## src/rtl/rr_arb_pkg.sv

```systemverilog
// Shared types and constants for the 8-way round-robin arbiter.
// Used by the winner picker, the data mux and the arbiter top.
package rr_arb_pkg;

    localparam int NUM_REQ = 8;
    localparam int SEL_W   = 3;

    typedef enum logic {
        IDLE  = 1'b0,
        GRANT = 1'b1
    } state_e;

    function automatic logic [NUM_REQ-1:0] onehot(input logic [SEL_W-1:0] idx);
        return NUM_REQ'(1) << idx;
    endfunction

endpackage

```

## src/rtl/mux8n.sv

```systemverilog
// 8:1 N-bit data mux.
// Requester i occupies in_data[i*N +: N].
module mux8n
    import rr_arb_pkg::*;
#(
    parameter int N = 8
) (
    input  logic [NUM_REQ*N-1:0] in_data,
    input  logic [SEL_W-1:0]     sel,
    output logic [N-1:0]         out_data
);

    assign out_data = in_data[sel*N +: N];

endmodule

```

## src/rtl/rr_pick8.sv

```systemverilog
// Combinational round-robin picker: returns the first set req bit,
// scanning ptr, ptr+1, ... ptr+7 (mod 8).
module rr_pick8
    import rr_arb_pkg::*;
(
    input  logic [NUM_REQ-1:0] req,
    input  logic [SEL_W-1:0]   ptr,
    output logic [SEL_W-1:0]   idx,
    output logic               found
);

    logic [SEL_W-1:0] cand;

    // NOTE: every output gets a default first so no path through the block infers a latch.
    always_comb begin
        idx   = '0;
        found = 1'b0;
        cand  = '0;
        // Scan from the farthest offset down so the closest set bit wins last.
        for (int i = NUM_REQ - 1; i >= 0; i--) begin
            cand = ptr + SEL_W'(i);
            if (req[cand]) begin
                idx   = cand;
                found = 1'b1;
            end
        end
    end

endmodule

```

## src/rtl/rr_mux8_arbiter.sv

```systemverilog
// Round-robin arbiter sharing one N-bit channel among 8 requesters.
// Supports locked bursts of up to MAX_BURST beats per grant.
module rr_mux8_arbiter
    import rr_arb_pkg::*;
#(
    parameter int N         = 8,
    parameter int MAX_BURST = 4
) (
    input  logic                 clk,
    input  logic                 rst_n,
    input  logic [NUM_REQ-1:0]   req,
    input  logic [NUM_REQ-1:0]   lock,
    input  logic [NUM_REQ*N-1:0] in_data,
    output logic [NUM_REQ-1:0]   grant,
    output logic [SEL_W-1:0]     sel,
    output logic                 out_valid,
    input  logic                 out_ready,
    output logic [N-1:0]         out_data,
    output logic [SEL_W-1:0]     out_src
);

    localparam int              CNT_W     = (MAX_BURST > 1) ? $clog2(MAX_BURST) : 1;
    localparam logic [CNT_W-1:0] LAST_BEAT = CNT_W'(MAX_BURST - 1);

    state_e             state_q, state_d;
    logic [SEL_W-1:0]   sel_q, sel_d;
    logic [SEL_W-1:0]   ptr_q, ptr_d;
    logic [CNT_W-1:0]   cnt_q, cnt_d;
    logic [NUM_REQ-1:0] grant_q, grant_d;

    logic               granted, accept, abandon, hold, rel;
    logic [SEL_W-1:0]   pick_ptr, pick_idx;
    logic               pick_found;

    rr_pick8 u_pick (
        .req   (req),
        .ptr   (pick_ptr),
        .idx   (pick_idx),
        .found (pick_found)
    );

    mux8n #(.N(N)) u_mux (
        .in_data  (in_data),
        .sel      (sel_q),
        .out_data (out_data)
    );

    always_comb begin
        granted   = (state_q == GRANT);
        out_valid = granted & req[sel_q];
        accept    = out_valid & out_ready;
        abandon   = granted & ~req[sel_q];
        hold      = accept & lock[sel_q] & (cnt_q < LAST_BEAT);
        rel       = abandon | (accept & ~hold);
        // On release the new winner is picked against the already-advanced pointer.
        pick_ptr  = rel ? sel_q + SEL_W'(1) : ptr_q;

        state_d = state_q;
        sel_d   = sel_q;
        ptr_d   = ptr_q;
        cnt_d   = cnt_q;
        grant_d = grant_q;

        case (state_q)
            IDLE: begin
                if (pick_found) begin
                    state_d = GRANT;
                    sel_d   = pick_idx;
                    grant_d = onehot(pick_idx);
                end
            end
            GRANT: begin
                if (hold) begin
                    cnt_d = cnt_q + CNT_W'(1);
                end else if (rel) begin
                    ptr_d = pick_ptr;
                    cnt_d = '0;
                    if (pick_found) begin
                        sel_d   = pick_idx;
                        grant_d = onehot(pick_idx);
                    end else begin
                        state_d = IDLE;
                        grant_d = '0;
                    end
                end
            end
            default: begin
                state_d = IDLE;
                grant_d = '0;
            end
        endcase
    end

    // NOTE: state registers use non-blocking assignments so all flops update together at the edge.
    always_ff @(posedge clk or negedge rst_n) begin
        if (!rst_n) begin
            state_q <= IDLE;
            sel_q   <= '0;
            ptr_q   <= '0;
            cnt_q   <= '0;
            grant_q <= '0;
        end else begin
            state_q <= state_d;
            sel_q   <= sel_d;
            ptr_q   <= ptr_d;
            cnt_q   <= cnt_d;
            grant_q <= grant_d;
        end
    end

    assign grant   = grant_q;
    assign sel     = sel_q;
    assign out_src = sel_q;

endmodule

```

## config.mk

```make
export PLATFORM = sky130hd
export DESIGN_NAME = rr_mux8_arbiter
export DESIGN_NICKNAME = d
export VERILOG_FILES = /design/src/rtl/rr_arb_pkg.sv /design/src/rtl/mux8n.sv /design/src/rtl/rr_pick8.sv /design/src/rtl/rr_mux8_arbiter.sv
export SDC_FILE = /design/constraint.sdc
export NUM_CORES = 1
export LEC_CHECK = 0
export CAP_MARGIN = 20
export CORE_ASPECT_RATIO = 2
export CORE_MARGIN = 2
export CORE_UTILIZATION = 47
export DETAILED_ROUTE_END_ITERATION = 10
export PLACE_DENSITY = 0.95
export SYNTH_ARGS = -nofsm -noshare
export SYNTH_HDL_FRONTEND = slang
export SYNTH_SLANG_ARGS = --single-unit
```

## constraint.sdc

```tcl
create_clock -name clk -period 7.9 [get_ports clk]
set_input_delay 1.185 -clock clk [delete_from_list [all_inputs] [get_ports clk]]
set_output_delay 1.185 -clock clk [all_outputs]
set_load 0.005 [all_outputs]
```

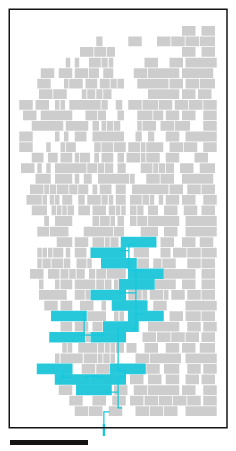
*Wires at chosen ports, followed through buffers*
The bar under the picture is 20 um long.
legend:
  cyan:
    port: `rst_n`
    direction: input
    edge: bottom
    end_cells: 17
    buffers: 1
    wire: 92.8 um
port buffer count: 105
io pins: 106

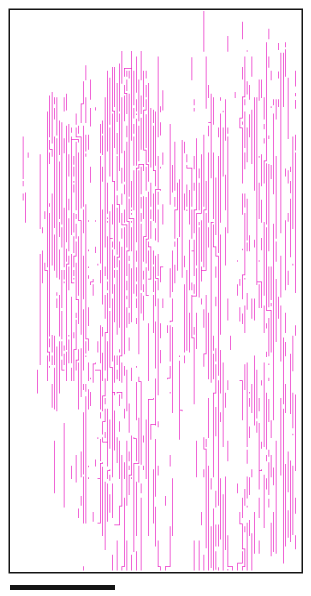
*M2 wires*
The bar under the picture is 20 um long.
wire length on this layer: 4,390 um
share of all routed wire: 52%
nets with wire on the layer: 421
main direction: vertical

==> impl_metrics.yaml <==
# yosys + openroad results
sta:
  fin_crit_ns: 5.91
  final_max_slew_viol_count: 0
  fmax_mhz: 169
  tns_ns: 0
  clock_skew_ns: 0.000881
synth:
  synth.cellmix.compoundShare: 0.253
  yosys.stat.seqShare: 0.169
  netlist.area_leader.share: 0.206
  topCellsByArea: "mux4_2, dfrtp_1, mux2_2, mux2i_1, nand2_1"
  synthArstFlopShare: 1.00
  simple_gate_share: 0.161
  ys.flop_type: "dfrtp_1"
  yosys.area_share.adder: 0.0199
  postSynthCellCount: 264
critical_path:
  rr_worst_depth: 14
  cpMaxStageDelayCell: "clkdlybuf4s50_1"
drt:
  dr.pass1.iters: 4
  vias: 2812
  routedWlPerCell_um: 20.4
  ant_nets: 0
placement:
  dpl_worst_slack_ns: 1.83
  postPlaceCellArea_mm2: 0.00357
  dpl.hpwl_um: 6940
min_path:
  min_path_type: "flop to flop"
  hold_depth: 2
global_routing:
  grt_pass1_vias: 2884
  grt_max_degree: 25
cts:
  postCtsHoldBufs: 0
floorplanning:
  die_h_um: 107
  die-area_mm2: 0.00598
  core_mm2: 0.00514
flow_run:
  max-cap-violations: 0
cells_and_area:
  drive_gt1_frac: 0.170
  area_growth_pct: 43.8
status:
  outcome: "finished, final reports clean"
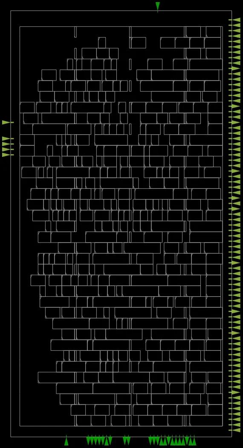
*Cell placement*
Layout fillers: 403
final core occ: 0.703
tap cells: 58
flop count: 17

through the flow:
stage	hold slack, ns	instances
5_1_grt	0.518	417
3_5_place_dp	0.478	413
4_1_cts	0.491	417
2_1_floorplan	0.467	264
3_3_place_gp	0.475	413
6_report	0.491	417
final cells by class:
class | instances | share of cell area
Multi-Input combinational cell | 218 | 0.539
Tap cell | 58 | 0.0201
Timing Repair Buffer | 109 | 0.299
Clock buffer | 4 | 0.0125
Inverter | 11 | 0.0114
Sequential cell | 17 | 0.118
sequential cells by signal (all words and copies together), names as in the netlist:
register,flops
granted,1
grant,8
out_src,3
ptr_q,3
cnt_q,2
layer usage:
metal  vias to the layer above  wire length (um)  track usage
li1                       1244                 -            -
met1                      1316              2720        0.274
met2                       203              4390        0.524
met3                        49               758       0.0529
met4                         0               621        0.206
met5                         -                 0            0
